[src/rtl/mon_pkg.sv]
// Shared constants and types for the monitor serial link (sender and receiver).
package mon_pkg;

    localparam int   FRAME_W    = 40;
    localparam logic LINE_IDLE  = 1'b1;
    localparam logic LINE_START = 1'b0;
    localparam int   IDX_W      = $clog2(FRAME_W);

    typedef enum logic [2:0] {
        TX_IDLE,
        TX_START,
        TX_DATA,
        TX_PARITY,
        TX_GAP
    } tx_state_e;

endpackage

[src/rtl/mon_frame_fifo.sv]
// Frame buffer for the monitor link sender: FRAME_W x DEPTH synchronous FIFO.
module mon_frame_fifo
    import mon_pkg::*;
#(
    parameter int DEPTH = 2
) (
    input  logic                   clk,
    input  logic                   rst_n,
    input  logic                   push_i,
    input  logic [FRAME_W-1:0]     data_i,
    input  logic                   pop_i,
    output logic [FRAME_W-1:0]     data_o,
    output logic                   full_o,
    output logic                   empty_o,
    output logic [$clog2(DEPTH):0] level_o
);

    localparam int AW = $clog2(DEPTH);
    localparam logic [AW:0] FULL_LVL = (AW+1)'(DEPTH);

    logic [FRAME_W-1:0] mem_q [DEPTH];
    logic [AW-1:0]      wr_q;
    logic [AW-1:0]      rd_q;
    logic [AW:0]        level_q;
    logic               do_push;
    logic               do_pop;

    assign full_o  = (level_q == FULL_LVL);
    assign empty_o = (level_q == '0);
    assign do_push = push_i && !full_o;
    assign do_pop  = pop_i && !empty_o;
    assign data_o  = mem_q[rd_q];
    assign level_o = level_q;

    always_ff @(posedge clk) begin
        if (do_push) mem_q[wr_q] <= data_i;
    end

    // Pointers wrap naturally because DEPTH is a power of two.
    always_ff @(posedge clk or negedge rst_n) begin
        if (!rst_n) begin
            wr_q    <= '0;
            rd_q    <= '0;
            level_q <= '0;
        end else begin
            if (do_push) wr_q <= wr_q + 1'b1;
            if (do_pop)  rd_q <= rd_q + 1'b1;
            if (do_push && !do_pop)      level_q <= level_q + 1'b1;
            else if (do_pop && !do_push) level_q <= level_q - 1'b1;
        end
    end

endmodule

[src/rtl/mon_frame_sender.sv]
// Monitor link transmitter: FIFO-buffered 40-bit frames, start bit, idle gap.
// Define MON_FRAME_PARITY_EN to append an even-parity bit after the data.
module mon_frame_sender
    import mon_pkg::*;
#(
    parameter int CLKS_PER_BIT = 1,
    parameter int GAP_BITS     = 2,
    parameter int FIFO_DEPTH   = 2
) (
    input  logic                        mon_clk,
    input  logic                        reset_n,
    input  logic [FRAME_W-1:0]          in_data,
    input  logic                        in_valid,
    output logic                        in_ready,
    output logic                        from_mon,
    output logic                        busy,
    output logic                        tx_done,
    output logic [$clog2(FIFO_DEPTH):0] fifo_level
);

    localparam int CW = $clog2(CLKS_PER_BIT) + 1;
    localparam logic [CW-1:0]    CNT_LAST = CW'(CLKS_PER_BIT - 1);
    localparam logic [IDX_W-1:0] BIT_LAST = IDX_W'(FRAME_W - 1);
    localparam logic [IDX_W-1:0] GAP_LAST = IDX_W'(GAP_BITS - 1);

    tx_state_e          state_q, state_d;
    logic [CW-1:0]      cnt_q, cnt_d;
    logic [IDX_W-1:0]   idx_q, idx_d;
    logic [FRAME_W-1:0] shreg_q, shreg_d;
    logic               line_q, line_d;
    logic               busy_q, busy_d;
    logic               done_q, done_d;
`ifdef MON_FRAME_PARITY_EN
    logic               par_q, par_d;
`endif

    logic               fifo_full;
    logic               fifo_empty;
    logic [FRAME_W-1:0] fifo_head;
    logic               push;
    logic               pop;
    logic               bit_end;

    assign in_ready = reset_n && !fifo_full;
    assign push     = in_valid && in_ready;
    assign bit_end  = (cnt_q == CNT_LAST);

    mon_frame_fifo #(
        .DEPTH   (FIFO_DEPTH)
    ) u_fifo (
        .clk     (mon_clk),
        .rst_n   (reset_n),
        .push_i  (push),
        .data_i  (in_data),
        .pop_i   (pop),
        .data_o  (fifo_head),
        .full_o  (fifo_full),
        .empty_o (fifo_empty),
        .level_o (fifo_level)
    );

    // Line/busy/done are derived from the current state and registered,
    // so the wire trails the state machine by one cycle.
    always_comb begin
        state_d = state_q;
        cnt_d   = cnt_q;
        idx_d   = idx_q;
        shreg_d = shreg_q;
`ifdef MON_FRAME_PARITY_EN
        par_d   = par_q;
`endif
        line_d  = LINE_IDLE;
        busy_d  = 1'b1;
        done_d  = 1'b0;
        pop     = 1'b0;
        if (state_q != TX_IDLE) cnt_d = bit_end ? '0 : cnt_q + 1'b1;
        unique case (state_q)
            TX_IDLE: begin
                busy_d = 1'b0;
                cnt_d  = '0;
                idx_d  = '0;
                if (!fifo_empty) begin
                    pop     = 1'b1;
                    shreg_d = fifo_head;
`ifdef MON_FRAME_PARITY_EN
                    par_d   = ^fifo_head;
`endif
                    state_d = TX_START;
                end
            end
            TX_START: begin
                line_d = LINE_START;
                if (bit_end) state_d = TX_DATA;
            end
            TX_DATA: begin
                line_d = shreg_q[FRAME_W-1];
                if (bit_end) begin
                    shreg_d = {shreg_q[FRAME_W-2:0], 1'b0};
                    idx_d   = idx_q + 1'b1;
                    if (idx_q == BIT_LAST) begin
                        idx_d = '0;
`ifdef MON_FRAME_PARITY_EN
                        state_d = TX_PARITY;
`else
                        state_d = TX_GAP;
`endif
                    end
                end
            end
`ifdef MON_FRAME_PARITY_EN
            TX_PARITY: begin
                line_d = par_q;
                if (bit_end) state_d = TX_GAP;
            end
`endif
            TX_GAP: begin
                if (bit_end) begin
                    idx_d = idx_q + 1'b1;
                    if (idx_q == GAP_LAST) begin
                        done_d  = 1'b1;
                        state_d = TX_IDLE;
                    end
                end
            end
            default: state_d = TX_IDLE;
        endcase
    end

    always_ff @(posedge mon_clk or negedge reset_n) begin
        if (!reset_n) begin
            state_q <= TX_IDLE;
            cnt_q   <= '0;
            idx_q   <= '0;
            shreg_q <= '0;
            line_q  <= LINE_IDLE;
            busy_q  <= 1'b0;
            done_q  <= 1'b0;
`ifdef MON_FRAME_PARITY_EN
            par_q   <= 1'b0;
`endif
        end else begin
            state_q <= state_d;
            cnt_q   <= cnt_d;
            idx_q   <= idx_d;
            shreg_q <= shreg_d;
            line_q  <= line_d;
            busy_q  <= busy_d;
            done_q  <= done_d;
`ifdef MON_FRAME_PARITY_EN
            par_q   <= par_d;
`endif
        end
    end

    assign from_mon = line_q;
    assign busy     = busy_q;
    assign tx_done  = done_q;

endmodule

[config.mk]
export PLATFORM = sky130hd
export DESIGN_NAME = mon_frame_sender
export DESIGN_NICKNAME = d
export VERILOG_FILES = /design/src/rtl/mon_pkg.sv /design/src/rtl/mon_frame_fifo.sv /design/src/rtl/mon_frame_sender.sv
export SDC_FILE = /design/constraint.sdc
export NUM_CORES = 1
export LEC_CHECK = 0
export CORE_UTILIZATION = 60
export CTS_BUF_LIST = sky130_fd_sc_hd__clkbuf_16
export DETAILED_ROUTE_END_ITERATION = 16
export GPL_ROUTABILITY_DRIVEN = 0
export PLACE_DENSITY = 0.79
export SKIP_CTS_REPAIR_TIMING = 1
export SLEW_MARGIN = 15
export SYNTH_ARGS = -nofsm -noshare
export SYNTH_HDL_FRONTEND = slang
export SYNTH_HIERARCHICAL = 1
export SYNTH_SLANG_ARGS = --single-unit
[constraint.sdc]
create_clock -name mon_clk -period 4.75 [get_ports mon_clk]
set_input_delay 0.95 -clock mon_clk [delete_from_list [all_inputs] [get_ports mon_clk]]
set_output_delay 0.95 -clock mon_clk [all_outputs]
set_load 0.02 [all_outputs]
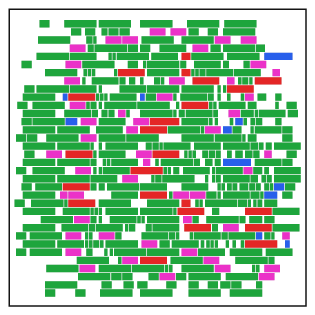
(run_1/drive_strength.png)
(3 px per micron)
- drive 1 or less: green (cells 364)
- drive 6 and up: red (cells 23)
- drive 3 to 4: magenta (cells 51)
- drive 2: blue (cells 11)
area grow syn2layout: 19.1%
Buffers excl. clock: 53
post-route design area: 6640 sq um

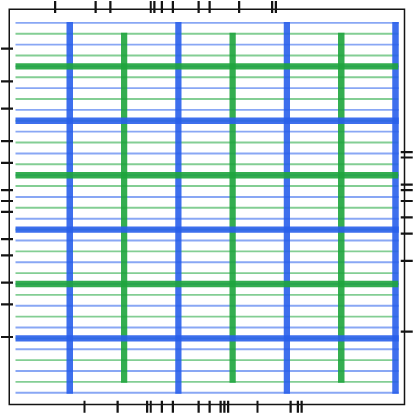
(run_1/pdn.png)
(4 px per micron) Pins as bars on the die edge.
- VDD: green
- VSS: blue
- met4 straps: 7
- signal pins: 49
Die Ht: 98.4 microns
core area: 8850 sq um
peak supply drop: 343 uV
Die W: 98.4 microns

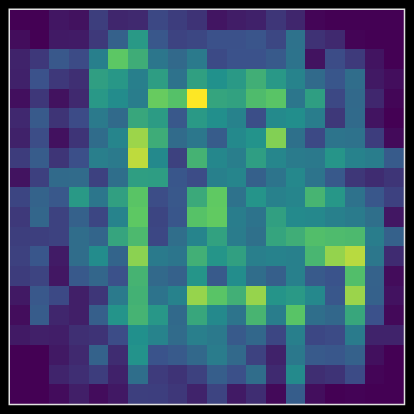
(run_1/wire_density.png)
(4 px per micron) The die is cut into 20 by 20 equal tiles; dark purple is low, yellow is high, scaled to the fullest tile. Values are wire area over tile area, all layers added.
- nearly empty tiles: 6.8%
- fullest tile: 0.51
- tiles over half the peak: 20%
- mean over tiles: 0.16
- emptiest ninth of the die: lower left
GRT Total Usage: 22.8%
WL/cell: 18.5 microns
WL final: 10300 microns
vias: 3239

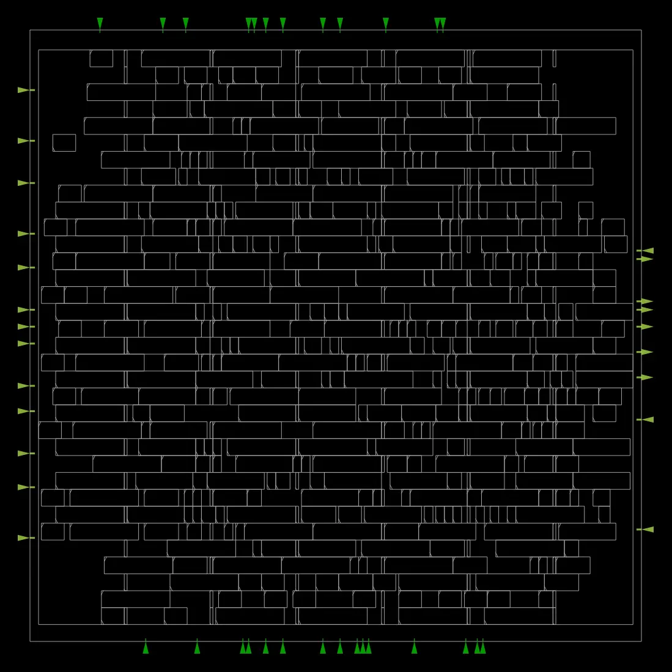
(run_1/final_placement.png)
Core Util, Final: 75.1%
row count: 34
Tap Cells: 108

==> flow_metrics.env, run 1 <==
# physical design summary
export IMPL_cp_slowest_cell="clkdlybuf4s50_1"
export IMPL_r2r_slack_ns=2.35
export IMPL_rsz0062_at_grt="no"
export IMPL_xor_area_share_pct=0.785
export IMPL_vias_per_cell=5.82
export IMPL_drive_above_1_share_pct=18.9
export IMPL_seq_share_pct=57.3
export IMPL_ys_sh_aoi_pct=6.77
export IMPL_wl_met3_microns=340
export IMPL_route_top_layer_used="met4"
export IMPL_cp_end_kind="primary output"
export IMPL_worst_path_dominant_cell_family="buffers and inverters"
export IMPL_nets=482
export IMPL_cts_tree="done"
export IMPL_worstReg2RegEnd="u_fifo/level_o[1]"
export IMPL_path_buffers=2
export IMPL_ff_type="edfxtp_1"
export IMPL_comb_share_pct=23.6
export IMPL_largestClassByArea="registers"
export IMPL_arrival_ns=1.84
export IMPL_detail_route_first_pass_iterations=6
export IMPL_relSlewSlack_pct=30.8
export IMPL_ys_sh_mux_pct=10.9
export IMPL_logic_gate_count=222
export IMPL_worstMarginPinSlew_ns=1.04
export IMPL_required_ns=3.80
export IMPL_fin_ws_ns=1.96
export IMPL_cts_sinks=136
export IMPL_seqCellArea_sq_um=3810
export IMPL_fillCellCount=527
export IMPL_ys_sh_simple_pct=8.66
export IMPL_topCombFamilyByArea="multiplexers"
export IMPL_clk_pin_slew_ns=0.06
export IMPL_ys_cells=386
export IMPL_buf_share_pct=8.02
export IMPL_fin_skew_ns=0.00680
export IMPL_edf_count=80
export IMPL_startpoint="u_fifo/level_o[0]"
export IMPL_setup_viol=0
export IMPL_ff2ff_path_depth=8
export IMPL_clock_cell_area_share_pct=8.70
export IMPL_min_path_type="reg2reg"
export IMPL_layout_top_cells="87 x nor2_1, 80 x edfxtp_1, 54 x dfrtp_1, 47 x clkdlybuf4s50_1, 40 x o22ai_1"
export IMPL_run_status="finished, final reports clean"
export IMPL_stdcell_count=557
export IMPL_n_clock_buffer=17
export IMPL_grt_max_degree=57
export IMPL_antenna_cells=0
export IMPL_critPathKind="reg2out"
export IMPL_wl_met1_microns=4160
export IMPL_min_to="shreg_q[24]"
export IMPL_flops=136
export IMPL_adder_share_pct=0.852
export IMPL_async_flop_share_pct=41.2
export IMPL_syn_instance_count=386
export IMPL_cts_made_buffers=17
export IMPL_p_leak_uw=0.00257
export IMPL_max_clock_path_buffers=2
export IMPL_path_cells="nand2b_1 > inv_1 > nor2b_1 > clkdlybuf4s50_1"
export IMPL_overflow=0
export IMPL_clkLatencyLatePin_ns=0.41
export IMPL_dp_slack_ns=1.69
export IMPL_ys_chip_area_sq_um=5580
run 1: how the worst max path moves through the flow:
stage                          end  slack, ns  cells past startpoint
6_report                  in_ready       1.96                      4
4_1_cts                   in_ready       1.94                      4
2_1_floorplan   u_fifo/mem_q[0][0]       1.03                      4
3_5_place_dp   u_fifo/mem_q[0][24]       1.69                      4
5_1_grt                   in_ready       1.83                      4
3_3_place_gp   u_fifo/mem_q[0][24]       1.72                      4
run 1: cell usage after synthesis, types with 2 or more instances:
cell type  count  share of area [%]
mux2_4        39                 10
nand2_1        5               0.34
xnor2_1        3               0.47
o22ai_1       40                4.5
buf_8          2               0.54
clkbuf_1       5               0.34
a21oi_1        5               0.45
dfrtp_1       55                 25
buf_12         4                1.4
nand3_1        3               0.27
edfxtp_1      80                 43
a41oi_1        2               0.31
inv_1          6               0.40
buf_1          3               0.20
buf_2          5               0.45
buf_4          2               0.27
o21ai_0        4               0.36
ha_1           3               0.67
nor2_1        88                5.9
xor2_1         2               0.31
nor2b_1        4               0.45
run 1: worst register-to-register path: stages (launching register included):
cell and delay, ns:
dfrtp_1 0.51, or4_1 0.55, buf_4 0.29, inv_1 0.16, o21ai_1 0.11, ha_1 0.21, xor2_1 0.14, nor2_1 0.15
xor2_1 0.20
run 1: power breakdown:
part           internal (uW)  switching, uW
registers               1590            185
clock network            773            501
logic                    618            792
run 1: state kept, by name, indices dropped and copies added, names as in the netlist:
name / flops
busy: 1
from_mon: 1
idx_q: 6
shreg_q: 40
state_q: 3
tx_done: 1
u_fifo/level_o: 2
u_fifo/mem_q: 80
u_fifo/rd_q: 1
u_fifo/wr_q: 1
run 1: metal layers:
metal	global-route usage, %	vias to the layer above
met4	9.76	0
met1	27.3	1639
met2	40.0	79
met5	0	-
li1	-	1507
met3	5.11	14
==> run_1/zoom.png <==
Window x 24 to 74, y 44 to 94 microns. Cells in gray, sequential cells in the stronger gray; small squares are vias.
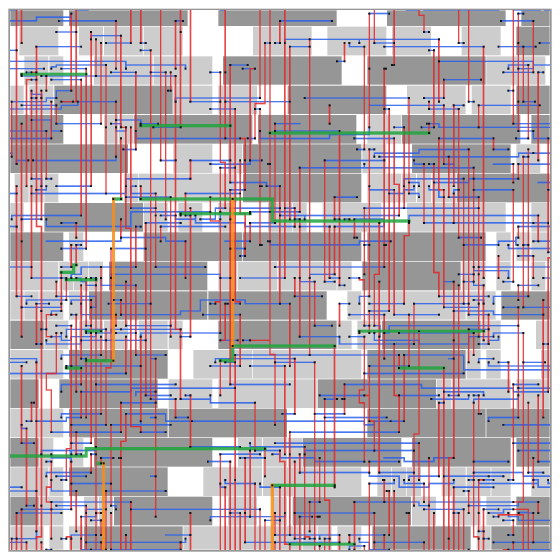

==> run 1 -> run 2 <==
--- a/config.mk
+++ b/config.mk
@@ -5,11 +5,11 @@
 export SDC_FILE = /design/constraint.sdc
 export NUM_CORES = 1
 export LEC_CHECK = 0
-export CORE_UTILIZATION = 60
+export CORE_UTILIZATION = 52
 export CTS_BUF_LIST = sky130_fd_sc_hd__clkbuf_16
 export DETAILED_ROUTE_END_ITERATION = 16
 export GPL_ROUTABILITY_DRIVEN = 0
-export PLACE_DENSITY = 0.79
+export PLACE_DENSITY = 0.73
 export SKIP_CTS_REPAIR_TIMING = 1
 export SLEW_MARGIN = 15
 export SYNTH_ARGS = -nofsm -noshare
==> constraint.sdc (replaced) <==
create_clock -name mon_clk -period 2.4 [get_ports mon_clk]
set_input_delay 0.48 -clock mon_clk [delete_from_list [all_inputs] [get_ports mon_clk]]
set_output_delay 0.48 -clock mon_clk [all_outputs]
set_load 0.02 [all_outputs]
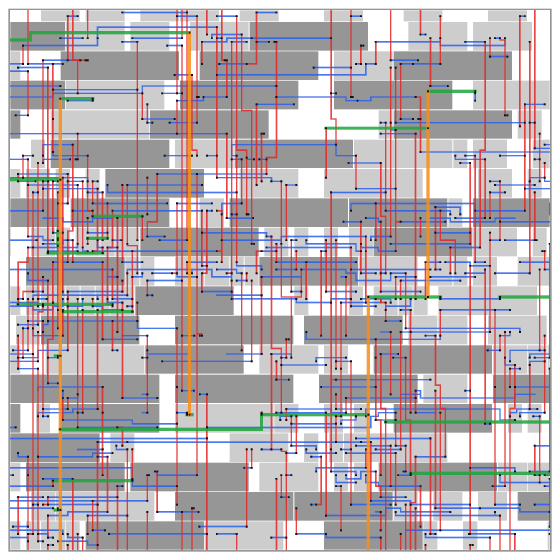
(run_2/zoom.png)
Window x 28 to 78, y 49 to 99 microns. Cells in gray, sequential cells in the stronger gray; small squares are vias.
- met3: green
- met1: blue
- met2: red
- met4: orange
- sequential cells in the window: 41
- most frequent: nor2_1 (37), o22ai_1 (21), dfrtp_1 (21)
- cells with their middle in the window: 145
- netlist names of flops here include: shreg_q (20), u_fifo/mem_q (19)

==> run 2 against run 1 <==
Final cell count is 5.7% higher. Combinational power up 92%. Die area increased by 15%. Register-to-register slack got worse by 2.0 ns. Largest cell class unchanged.
==> flow_metrics.env, run 2 <==
# physical design summary
export IMPL_run_status="finished, final reports clean"
export IMPL_die_y_microns=106
export IMPL_nets=486
export IMPL_p_leak_uw=0.00264
export IMPL_startpoint="state_q[1]"
export IMPL_largest_register_ff_count=80
export IMPL_antenna_cells=0
export IMPL_min_path_type="in2async"
export IMPL_core_sq_um=10400
export IMPL_required_ns=2.74
export IMPL_largestRegisters="u_fifo/mem_q x80, shreg_q x40, idx_q x6"
export IMPL_overflow=0
export IMPL_adder_share_pct=0.852
export IMPL_comb_power_share_pct=30.5
export IMPL_r2r_slack_ns=0.34
export IMPL_ys_sh_simple_pct=8.66
export IMPL_clkLatencyLatePin_ns=0.41
export IMPL_worstMarginPinSlew_ns=0.712
export IMPL_cp_slowest_cell="or4_1"
export IMPL_cp_end_kind="flop"
export IMPL_edf_count=80
export IMPL_path_cells="or4_1 > buf_4 > nand2_4 > nor2_1 > nor2_1"
export IMPL_topCombFamilyByArea="multiplexers"
export IMPL_hpwl_microns=5820
export IMPL_cts_made_buffers=17
export IMPL_fin_skew_ns=0.00379
export IMPL_ff2ff_path_depth=5
export IMPL_rows=37
export IMPL_synthTopCellsByArea="edfxtp_1 43%, dfrtp_1 25%, mux2_4 10%, nor2_1 5.9%, o22ai_1 4.5%"
export IMPL_vias=3216
export IMPL_async_flop_share_pct=41.2
export IMPL_vias_per_cell=5.46
export IMPL_max_clock_path_buffers=2
export IMPL_relSlewSlack_pct=52.6
export IMPL_ys_cells=386
export IMPL_worstReg2RegEnd="shreg_q[32]"
export IMPL_cts_tree="done"
export IMPL_power_switching_uw=2790
export IMPL_top_power_group="sequential cells"
export IMPL_pwr_share_clk_pct=29.3
export IMPL_rsz0062_at_grt="no"
export IMPL_cts_sinks=136
export IMPL_yosysTopAreaCell="edfxtp_1"
export IMPL_seqPwrFrac_pct=40.2
export IMPL_ys_chip_area_sq_um=5580
export IMPL_grt_usage_pct=18.6
export IMPL_clk_pin_slew_ns=0.06
export IMPL_setup_viol=0
export IMPL_xor_area_share_pct=0.785
export IMPL_peakVddDrop_uv=608
export IMPL_area_delta_synth_final_pct=21.5
export IMPL_cp_slowest_stage_delay_ns=0.57
export IMPL_synth_top_cell_by_count="nor2_1"
export IMPL_sw_frac_of_total_pct=31.5
export IMPL_syn_instance_count=386
export IMPL_pg_seq_uw=3570
export IMPL_ys_sh_aoi_pct=6.77
export IMPL_powerComb_uw=2710
export IMPL_critPathKind="reg2reg"
export IMPL_drive_above_1_share_pct=19.4
export IMPL_stdcell_count=589
export IMPL_top_area_share_pct=43.1
export IMPL_arrival_ns=2.40
export IMPL_p_int_uw=6090
export IMPL_grt_max_degree=57
export IMPL_detail_route_first_pass_iterations=4
-- run 2: cell counts after synthesis --
Identical to the previous run, type by type.
-- run 2: how the worst max path moves through the flow --
stage / end / slack [ns] / cells past startpoint
5_1_grt: shreg_q[32] / 0.18 / 5
3_5_place_dp: shreg_q[11] / 0.39 / 5
2_1_floorplan: u_fifo/mem_q[0][0] / 0.002 / 6
4_1_cts: in_ready / 0.005 / 4
3_3_place_gp: in_ready / 0.46 / 4
6_report: shreg_q[32] / 0.34 / 5
-- run 2: worst max-delay path, delay by kind of cell, from the launching register on --
kind	cells	cell delay [ns]
and+or+nand+nor	4	1.18
buffers and inverters	1	0.29
DFF	1	0.49
-- run 2: stage by stage --
stage	util, %	power (uW)	setup WS (ns)
global placement	59.4	6170	0.464
detailed placement	59.4	6320	0.391
global route	65.3	9370	0.179
floorplan	-	5820	0.00186
finish	65.3	8880	0.338
CTS	65.3	8950	0.00495
-- run 2: cell type report --
class	count	area [sq um]	area share, %
flip-flops and latches	136	3810	56.2
multi-input cells	222	1570	23.1
repair buffers	57	596	8.79
clock buffers	21	526	7.75
well taps	136	170	2.51
clock inverters	11	88.8	1.31
inverters	6	22.5	0.332
-- run 2: cells by family after synthesis --
family	count (synthesis)
multiplexers	41
buffers and inverters	28
AND/OR/NAND/NOR	113
adder cells (fa/ha/maj)	4
XOR/XNOR	5
flip-flops	136
AND-OR/OR-AND	59
-- run 2: layer usage --
metal / routed length [microns] / share of wire, % / global-route usage (%) / vias up
met5: 0 / 0 / 0 / -
met4: 235 / 2.5 / 9.62 / 0
met3: 379 / 4.0 / 4.95 / 21
met2: 4820 / 51 / 31.0 / 73
met1: 4050 / 43 / 22.3 / 1610
li1: - / - / - / 1512
==> run_2/wire_density.png <==
(4 px per micron) The die is cut into 21 by 21 equal tiles; dark purple is low, yellow is high, scaled to the fullest tile. Values are wire area over tile area, all layers added.
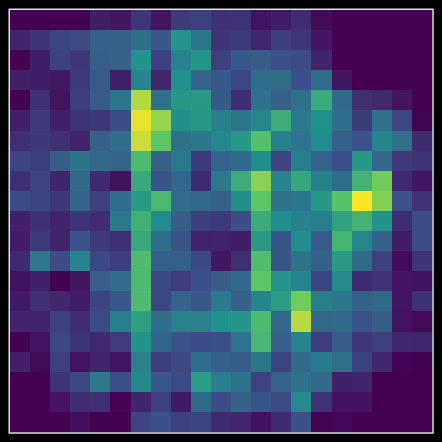

==> run 2 -> run 3 <==
--- a/config.mk
+++ b/config.mk
@@ -8,7 +8,7 @@
 export CORE_UTILIZATION = 52
 export CTS_BUF_LIST = sky130_fd_sc_hd__clkbuf_16
 export DETAILED_ROUTE_END_ITERATION = 16
-export GPL_ROUTABILITY_DRIVEN = 0
+export MAX_ROUTING_LAYER = met4
 export PLACE_DENSITY = 0.73
 export SKIP_CTS_REPAIR_TIMING = 1
 export SLEW_MARGIN = 15
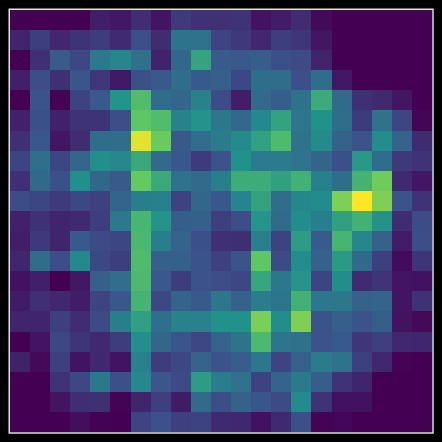
(run_3/wire_density.png)
(4 px per micron) The die is cut into 21 by 21 equal tiles; dark purple is low, yellow is high, scaled to the fullest tile. Values are wire area over tile area, all layers added.
- fullest tile: 0.51
- mean over tiles: 0.13
- nearly empty tiles: 12%
- tiles over half the peak: 11%
GRT Total Usage: 19.2%
vias: 3209
WL final: 9460 microns
WL/cell: 16.1 microns

==> run 3 against run 2 <==
Synthesized area unchanged. Largest cell class unchanged. Sequential share of layout area stayed put. Die area stayed put. Critical path depth unchanged. First-iteration DRC count down 10%. Highest routed layer unchanged. Critical endpoint unchanged. Flip-flop count is the same.
==> flow_metrics.env, run 3 <==
# physical design summary
export IMPL_peakVddDrop_uv=605
export IMPL_syn_instance_count=386
export IMPL_p_leak_uw=0.00264
export IMPL_stdcell_count=589
export IMPL_drt_antenna_violating_nets=0
export IMPL_p_int_uw=6090
export IMPL_die_y_microns=106
export IMPL_area_delta_synth_final_pct=21.5
export IMPL_comb_power_share_pct=30.5
export IMPL_vias_per_cell=5.45
export IMPL_cp_start_kind="flop"
export IMPL_num_io_pins=49
export IMPL_setup_viol=0
export IMPL_grt_pass1_wl_microns=15600
export IMPL_fmaxAchievable_ghz=0.485
export IMPL_grt_util_met1_pct=22.4
export IMPL_relSlewSlack_pct=53.0
export IMPL_drv_slew=0
export IMPL_ys_chip_area_sq_um=5580
export IMPL_cts_sinks=136
export IMPL_worstReg2RegEnd="shreg_q[32]"
export IMPL_antenna_cells=0
export IMPL_placed_cell_area_sq_um=6160
export IMPL_seqPwrFrac_pct=40.2
export IMPL_clk_pin_slew_ns=0.06
export IMPL_largest_register_ff_count=80
export IMPL_required_ns=2.74
export IMPL_sw_frac_of_total_pct=31.4
export IMPL_nets=486
export IMPL_ys_cells=386
export IMPL_use_met2_pct=31.0
export IMPL_yosysWarnings=6
export IMPL_grt_max_degree=57
export IMPL_rows=37
export IMPL_top_usage_layer="met2"
export IMPL_cts_tree="done"
export IMPL_reg2reg_from="state_q[1]"
export IMPL_finalCriticalPeriod_ns=2.06
export IMPL_topCombFamilyByArea="multiplexers"
export IMPL_cp_end_kind="flop"
export IMPL_fin_skew_ns=0.00490
export IMPL_yosys_stat_seqShare_pct=68.2
export IMPL_edf_count=80
export IMPL_cts_made_buffers=17
export IMPL_crit_end="shreg_q[32]"
export IMPL_maxCapViolCount=0
export IMPL_run_status="finished, final reports clean"
export IMPL_adder_share_pct=0.852
export IMPL_dp_slack_ns=0.391
export IMPL_hold_viol_final=0
export IMPL_fin_ws_ns=0.337
export IMPL_hpwl_microns=5820
export IMPL_synth_top_cell_by_count="nor2_1"
export IMPL_gp_congestion=0.810
export IMPL_dieWidth_microns=106
export IMPL_largestRegisters="u_fifo/mem_q x80, shreg_q x40, idx_q x6"
export IMPL_first_global_vias=3178
export IMPL_synthTopCellsByArea="edfxtp_1 43%, dfrtp_1 25%, mux2_4 10%, nor2_1 5.9%, o22ai_1 4.5%"
export IMPL_holdWs_ns=0.266
export IMPL_xor_area_share_pct=0.785
export IMPL_ff2ff_path_depth=5
export IMPL_ys_sh_aoi_pct=6.77
export IMPL_warnings=27
export IMPL_max_clock_path_buffers=2
export IMPL_antenna_found_initial=0
export IMPL_layout_top_cells="87 x nor2_1, 80 x edfxtp_1, 54 x dfrtp_1, 46 x clkdlybuf4s50_1, 40 x o22ai_1"
export IMPL_min_path_type="in2async"
export IMPL_fin_tns_setup_ns=0
export IMPL_yosysTopAreaCell="edfxtp_1"
export IMPL_power_switching_uw=2780
export IMPL_ys_top_cells_by_count="88 x nor2_1, 80 x edfxtp_1, 55 x dfrtp_1, 40 x o22ai_1, 39 x mux2_4"
export IMPL_final_area_sq_um=6780
export IMPL_worstMarginPinSlew_ns=0.705
export IMPL_top_area_share_pct=43.1
export IMPL_layout_top_cell="nor2_1"
export IMPL_core_sq_um=10400
export IMPL_total_power_uw=8870
export IMPL_largest_register="u_fifo/mem_q"
export IMPL_post_route_util_pct=65.3
export IMPL_async_flop_share_pct=41.2
export IMPL_drive_above_1_share_pct=19.4
export IMPL_clkLatencyLatePin_ns=0.41
export IMPL_rsz0062_at_grt="no"
export IMPL_grt_use_met3_pct=4.89
export IMPL_dpl_cell_count=557
export IMPL_cts_root_buf="clkbuf_16"
export IMPL_overflow=0
export IMPL_arrival_ns=2.40
export IMPL_ff_type="edfxtp_1"
export IMPL_ys_sh_mux_pct=10.9
export IMPL_r2r_slack_ns=0.34
export IMPL_detail_route_first_pass_iterations=4
export IMPL_fillCellCount=764
export IMPL_critPathKind="reg2reg"
export IMPL_fp_util_pct=53.8
export IMPL_ys_types=47
export IMPL_ys_sh_simple_pct=8.66
export IMPL_startpoint="state_q[1]"
export IMPL_pwr_share_clk_pct=29.3
run 3: cell counts after synthesis:
No cell type changed its count.
run 3: final cells by class:
cell class / instances / area (sq um) / share of cell area, %
Clock buffer: 21 / 526 / 7.75
Inverter: 6 / 22.5 / 0.332
Timing Repair Buffer: 57 / 596 / 8.79
Multi-Input combinational cell: 222 / 1570 / 23.1
Sequential cell: 136 / 3810 / 56.2
Clock inverter: 11 / 88.8 / 1.31
Tap cell: 136 / 170 / 2.51
run 3: worst max-delay path: stages, from the launching register on:
cell and delay, ns:
dfrtp_1 0.49, or4_1 0.57, buf_4 0.29, nand2_4 0.38, nor2_1 0.09, nor2_1 0.13
run 3: worst min path at each step:
| stage | from | endpoint | slack, ns | cells after the start |
|---|---|---|---|---|
| 3_5_place_dp | shreg_q[18] | shreg_q[18] | 0.49 | 2 |
| 2_1_floorplan | reset_n | busy | 0.18 | 0 |
| 6_report | reset_n | state_q[1] | 0.27 | 2 |
| 3_3_place_gp | shreg_q[24] | shreg_q[24] | 0.48 | 2 |
| 4_1_cts | reset_n | busy | 0.29 | 2 |
| 5_1_grt | reset_n | busy | 0.33 | 2 |
run 3: power by group through the flow:
| stage | sequential [uW] | clock (uW) | combinational, uW |
|---|---|---|---|
| final | 3560 | 2600 | 2710 |
| after global routing | 3630 | 2750 | 2990 |
| after CTS | 3570 | 2640 | 2740 |
| after detailed placement | 3600 | 0 | 2720 |
| after global placement | 3570 | 0 | 2610 |
| after floorplan | 3450 | 0 | 2370 |
run 3: metal layers:
metal  vias to the layer above  share of wire (%)
met3                        22                4.2
met5                         -                  0
met1                      1600                 42
met4                         0                2.3
li1                       1511                  -
met2                        76                 51
No activity file was given, so power comes from the tool's default toggle rates.
